--- config.mk ---
export PLATFORM = sky130hd
export DESIGN_NAME = grf_scoreboard_flat
export DESIGN_NICKNAME = d
export VERILOG_FILES = /design/src/rtl/hazard_pkg.sv /design/src/rtl/grf_scoreboard_if.sv /design/src/rtl/grf_scoreboard_entry.sv /design/src/rtl/grf_scoreboard.sv /design/src/flat_wrapper.sv
export SDC_FILE = /design/constraint.sdc
export NUM_CORES = 1
export LEC_CHECK = 0
export ABC_CLOCK_PERIOD_IN_PS = 2600
export CORE_MARGIN = 2
export CORE_UTILIZATION = 55
export CTS_BUF_LIST = sky130_fd_sc_hd__clkbuf_2 sky130_fd_sc_hd__clkbuf_4 sky130_fd_sc_hd__clkbuf_8
export DETAILED_ROUTE_END_ITERATION = 16
export PLACE_DENSITY_LB_ADDON = 0.1
export SKIP_CTS_REPAIR_TIMING = 1
export SLEW_MARGIN = 20
export SYNTH_ARGS = -nofsm -noshare
export SYNTH_HDL_FRONTEND = slang
export SYNTH_SLANG_ARGS = --single-unit
--- constraint.sdc ---
create_clock -name clk -period 2.6 [get_ports clk]
set_clock_uncertainty 0.05 [all_clocks]
set_input_delay 0.26 -clock clk [delete_from_list [all_inputs] [get_ports clk]]
set_output_delay 0.26 -clock clk [all_outputs]
set_load 0.05 [all_outputs]
--- src/rtl/hazard_pkg.sv ---
// Shared pipeline-hazard constants: depth, T_new/T_use encodings.
// Imported by the scoreboard interface, entry and top.
package hazard_pkg;

  localparam int DEPTH = 3;
  localparam int TW    = 2;
  localparam int WBW   = 2;

  typedef logic [TW-1:0]  t_cnt_t;
  typedef logic [WBW-1:0] wb_cnt_t;
  typedef logic [4:0]     reg_idx_t;

  localparam t_cnt_t TNEW_NONE = 2'd0;
  localparam t_cnt_t TNEW_ALU  = 2'd1;
  localparam t_cnt_t TNEW_LOAD = 2'd2;

  localparam t_cnt_t TUSE_BRANCH     = 2'd0;
  localparam t_cnt_t TUSE_ALU        = 2'd1;
  localparam t_cnt_t TUSE_STORE_DATA = 2'd2;
  localparam t_cnt_t TUSE_NONE       = 2'd3;

endpackage

--- src/rtl/grf_scoreboard_if.sv ---
// Scoreboard bundle: pipeline control, issue, D-stage reads, stall/busy.
// master = decode/pipeline control side, slave = grf_scoreboard.
interface grf_scoreboard_if;
  import hazard_pkg::*;

  logic     pipe_move;
  logic     flush;
  logic     issue_valid;
  reg_idx_t issue_rd;
  t_cnt_t   issue_tnew;
  reg_idx_t rs_num;
  reg_idx_t rt_num;
  t_cnt_t   rs_tuse;
  t_cnt_t   rt_tuse;
  logic        stall;
  logic [31:0] busy;

  modport master (
    output pipe_move, flush, issue_valid, issue_rd, issue_tnew,
    output rs_num, rt_num, rs_tuse, rt_tuse,
    input  stall, busy
  );

  modport slave (
    input  pipe_move, flush, issue_valid, issue_rd, issue_tnew,
    input  rs_num, rt_num, rs_tuse, rt_tuse,
    output stall, busy
  );

endinterface

--- src/rtl/grf_scoreboard_entry.sv ---
// One register's writer entry: valid, forward countdown, commit countdown.
// Ports: clk, reset, flush, load, move, tnew in; v_o, rdy_o out.
module sb_entry
  import hazard_pkg::*;
(
  input  logic   clk,
  input  logic   reset,
  input  logic   flush,
  input  logic   load,
  input  logic   move,
  input  t_cnt_t tnew,
  output logic   v_o,
  output t_cnt_t rdy_o
);

  logic    v_q, v_d;
  t_cnt_t  rc_q, rc_d;
  wb_cnt_t wb_q, wb_d;

  always_comb begin
    v_d  = v_q;
    rc_d = rc_q;
    wb_d = wb_q;
    if (flush) begin
      v_d = 1'b0;
    end else if (load) begin
      v_d  = 1'b1;
      rc_d = tnew;
      wb_d = WBW'(DEPTH);
    end else if (move && v_q) begin
      rc_d = (rc_q != '0) ? rc_q - t_cnt_t'(1) : '0;
      wb_d = wb_q - wb_cnt_t'(1);
      // last move: write commits now, RF bypass covers readers
      if (wb_q == wb_cnt_t'(1)) v_d = 1'b0;
    end
  end

  always_ff @(posedge clk) begin
    if (reset) begin
      v_q  <= 1'b0;
      rc_q <= '0;
      wb_q <= '0;
    end else begin
      v_q  <= v_d;
      rc_q <= rc_d;
      wb_q <= wb_d;
    end
  end

  assign v_o   = v_q;
  assign rdy_o = rc_q;

endmodule

--- src/rtl/grf_scoreboard.sv ---
// RAW hazard scoreboard beside decode; raises D-stage stall.
// Ports: clk, reset, sb (slave: issue/read inputs, stall/busy outputs).
module grf_scoreboard
  import hazard_pkg::*;
(
  input  logic clk,
  input  logic reset,
  grf_scoreboard_if.slave sb
);

  logic [31:0] v_vec;
  t_cnt_t      rc [32];
  logic        issue_en;
  logic        rs_haz;
  logic        rt_haz;

  // a frozen pipe never accepts an issue
  assign issue_en = sb.issue_valid && sb.pipe_move
                 && (sb.issue_rd != '0);

  assign v_vec[0] = 1'b0;
  assign rc[0]    = '0;

  for (genvar r = 1; r < 32; r++) begin : g_ent
    logic ld;
    assign ld = issue_en && (sb.issue_rd == 5'(r));
    sb_entry u_ent (
      .clk   (clk),
      .reset (reset),
      .flush (sb.flush),
      .load  (ld),
      .move  (sb.pipe_move),
      .tnew  (sb.issue_tnew),
      .v_o   (v_vec[r]),
      .rdy_o (rc[r])
    );
  end

  assign rs_haz = (sb.rs_num != '0) && v_vec[sb.rs_num]
               && (rc[sb.rs_num] > sb.rs_tuse);
  assign rt_haz = (sb.rt_num != '0) && v_vec[sb.rt_num]
               && (rc[sb.rt_num] > sb.rt_tuse);

  assign sb.stall = rs_haz || rt_haz;
  assign sb.busy  = v_vec;

  a_issue_frozen: assert property (
    @(posedge clk) disable iff (reset)
    !(sb.issue_valid && !sb.pipe_move)
  );

endmodule
--- src/flat_wrapper.sv ---
// flat-port wrapper written by rule: the top's interface ports become plain ports
module grf_scoreboard_flat import hazard_pkg::*;
  (clk, reset, sb_pipe_move, sb_flush, sb_issue_valid, sb_issue_rd, sb_issue_tnew, sb_rs_num, sb_rt_num, sb_rs_tuse, sb_rt_tuse, sb_stall, sb_busy);
  grf_scoreboard_if sb_i ();
  input  logic clk;
  input  logic reset;
  input wire logic [$bits(sb_i.pipe_move)-1:0] sb_pipe_move;
  input wire logic [$bits(sb_i.flush)-1:0] sb_flush;
  input wire logic [$bits(sb_i.issue_valid)-1:0] sb_issue_valid;
  input wire logic [$bits(sb_i.issue_rd)-1:0] sb_issue_rd;
  input wire logic [$bits(sb_i.issue_tnew)-1:0] sb_issue_tnew;
  input wire logic [$bits(sb_i.rs_num)-1:0] sb_rs_num;
  input wire logic [$bits(sb_i.rt_num)-1:0] sb_rt_num;
  input wire logic [$bits(sb_i.rs_tuse)-1:0] sb_rs_tuse;
  input wire logic [$bits(sb_i.rt_tuse)-1:0] sb_rt_tuse;
  output wire logic [$bits(sb_i.stall)-1:0] sb_stall;
  output wire logic [$bits(sb_i.busy)-1:0] sb_busy;
  assign sb_i.pipe_move = sb_pipe_move;
  assign sb_i.flush = sb_flush;
  assign sb_i.issue_valid = sb_issue_valid;
  assign sb_i.issue_rd = sb_issue_rd;
  assign sb_i.issue_tnew = sb_issue_tnew;
  assign sb_i.rs_num = sb_rs_num;
  assign sb_i.rt_num = sb_rt_num;
  assign sb_i.rs_tuse = sb_rs_tuse;
  assign sb_i.rt_tuse = sb_rt_tuse;
  assign sb_stall = sb_i.stall;
  assign sb_busy = sb_i.busy;
  grf_scoreboard u_core (.clk(clk), .reset(reset), .sb(sb_i));
endmodule
==> reports/results.ini <==
[run_status]
outcome = finished with violations
violations = setup timing

[layout]
comb_area_um2 = 5090
design.seq.count = 155
layout-drive-gt1-share = 0.226
final_area_um2 = 10700
buf_share = 0.138
layout.cells.most_common = dfxtp_1
nNonClkInverters = 97
clock_area_frac = 0.0360
sh_seq_area = 0.291
postLayoutCoreUtil = 0.672
syn_to_final_growth_pct = 18.6
combAreaFraction = 0.476

[final_timing]
final.setup.worst_slack_ns = -0.614
setup_viol = 1
fmax_mhz = 311
rsz0062_at_grt = true

[floorplan]
die_area_um2 = 17500
rows = 46
die_y_um = 132

[cts]
numCtsBuffers = 17
htreeDepth = 4
cts_sinks = 155
clock_path_buffers = 2

[synthesis]
fp_nets = 1085
mux_share = 0.184
synth_cells = 1024
top_cells_by_area = dfxtp_1 34%, mux4_2 13%, nor2_1 5.4%
xor_area_frac = 0

[critical_path]
critPathMostFrequentCell = mux4_2
path_cells = mux4_2, mux4_2, mux2_4, ha_4, nor2b_4, o21ai_2, o22ai_4, buf_12
slowest_delay_ns = 0.48
crit_start = u_core.g_ent[4].u_ent.rdy_o[1]$_SDFFE_PP0P_
r2r_start = u_core.g_ent[26].u_ent.v_o$_SDFFE_PP0P_
crit_end = sb_stall
crit_buf_inv = 1

[drt]
vias = 7915

[job]
log.warning_count = 28

[pwr]
ir_drop_mv = 0.300
maxPowerGroup = registers
power_density_nw_per_um2 = 433
sequentialPowerShare = 0.516
power.internal_w = 0.00344
p_clk_w = 0.00182

[global_route]
grt_max_degree = 76
grtUsageTotal = 0.288

[worst_hold_path]
hp-start = sb_pipe_move

[placed_design]
gp_congestion = 0.924

[tightest hold or removal path, delay by kind of cell]
family	cells	cell delay, ns
AND/OR/NAND/NOR	2	0.12
AND-OR/OR-AND	1	0.05
buffers and inverters	1	0.18
[sequential cells by signal, summed over array words and instances (netlist names)]
signal and flops:
u_core.g_ent.u_ent.rdy_o 62, u_core.g_ent.u_ent.v_o 31, u_core.g_ent.u_ent.wb_q 62
[per-layer routing]
layer / wire length (µm) / GRT usage / vias to the layer above
met4: 704 / 0.107 / 0
li1: - / - / 3809
met5: 0 / 0 / -
met3: 1620 / 0.0488 / 49
met2: 11200 / 0.459 / 303
met1: 11000 / 0.393 / 3754
==> images/floorplan.png <==
Scale bar: 50 µm. Pins as bars on the die edge. Tap cells in gray.
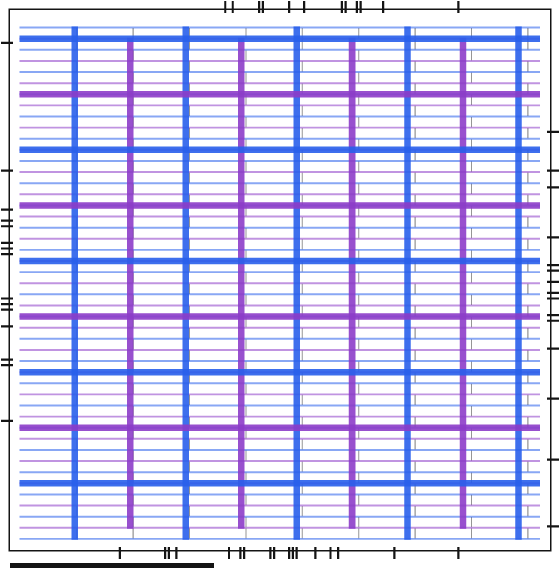
color	net
blue	VSS
purple	VDD
tap cells	216
signal pins	59
met5 straps	9
rows	46

==> images/class_map.png <==
Scale bar: 50 µm.
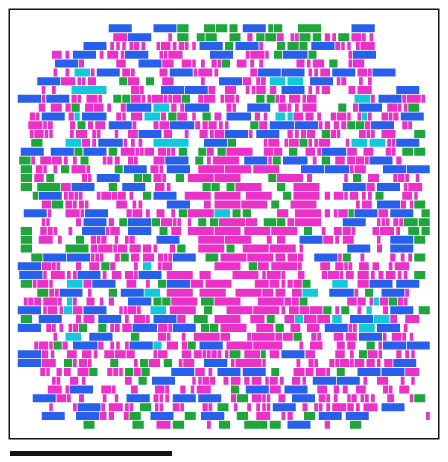
color	class	cells	share of their area
magenta	remaining logic cells	776	52%
cyan	clock drivers and dummy loads	32	3.7%
blue	registers	155	30%
green	remaining buffers and delay cells	172	14%

==> images/clock_wires.png <==
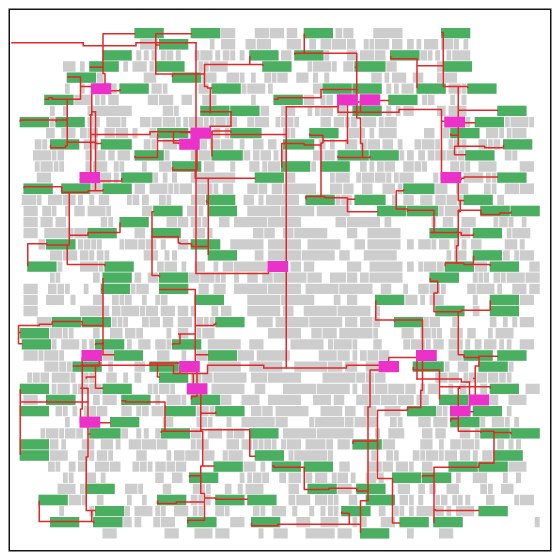
[green] flip-flops | count: 155
[magenta] clock-net drivers | count: 17
[red] clock wires | length: 1960 µm
flops lie	widely spread
routed clock nets	18

==> images/layers.png <==
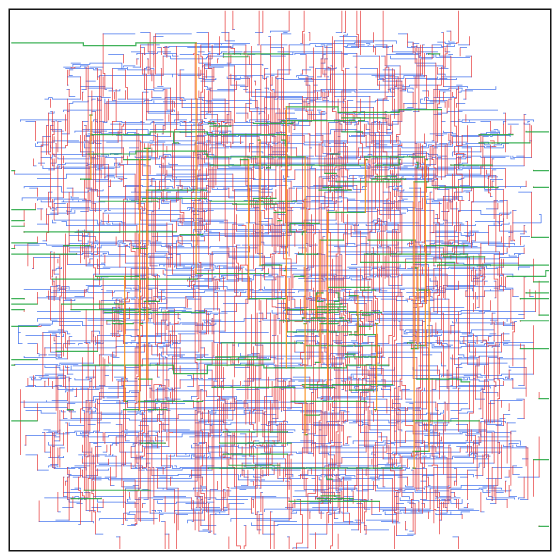
color	layer	wire length
red	M2	11200 µm
orange	M4	705 µm
green	M3	1620 µm
blue	M1	11000 µm
final WL: 24600 µm
WL per Instance: 18.2 µm

==> images/congestion_map.png <==
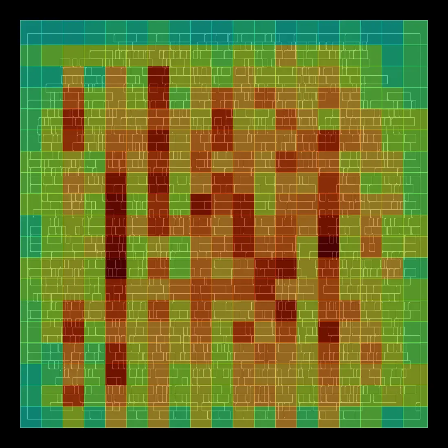
met3 global-route usage: 0.0488
gr busiest metal: met2

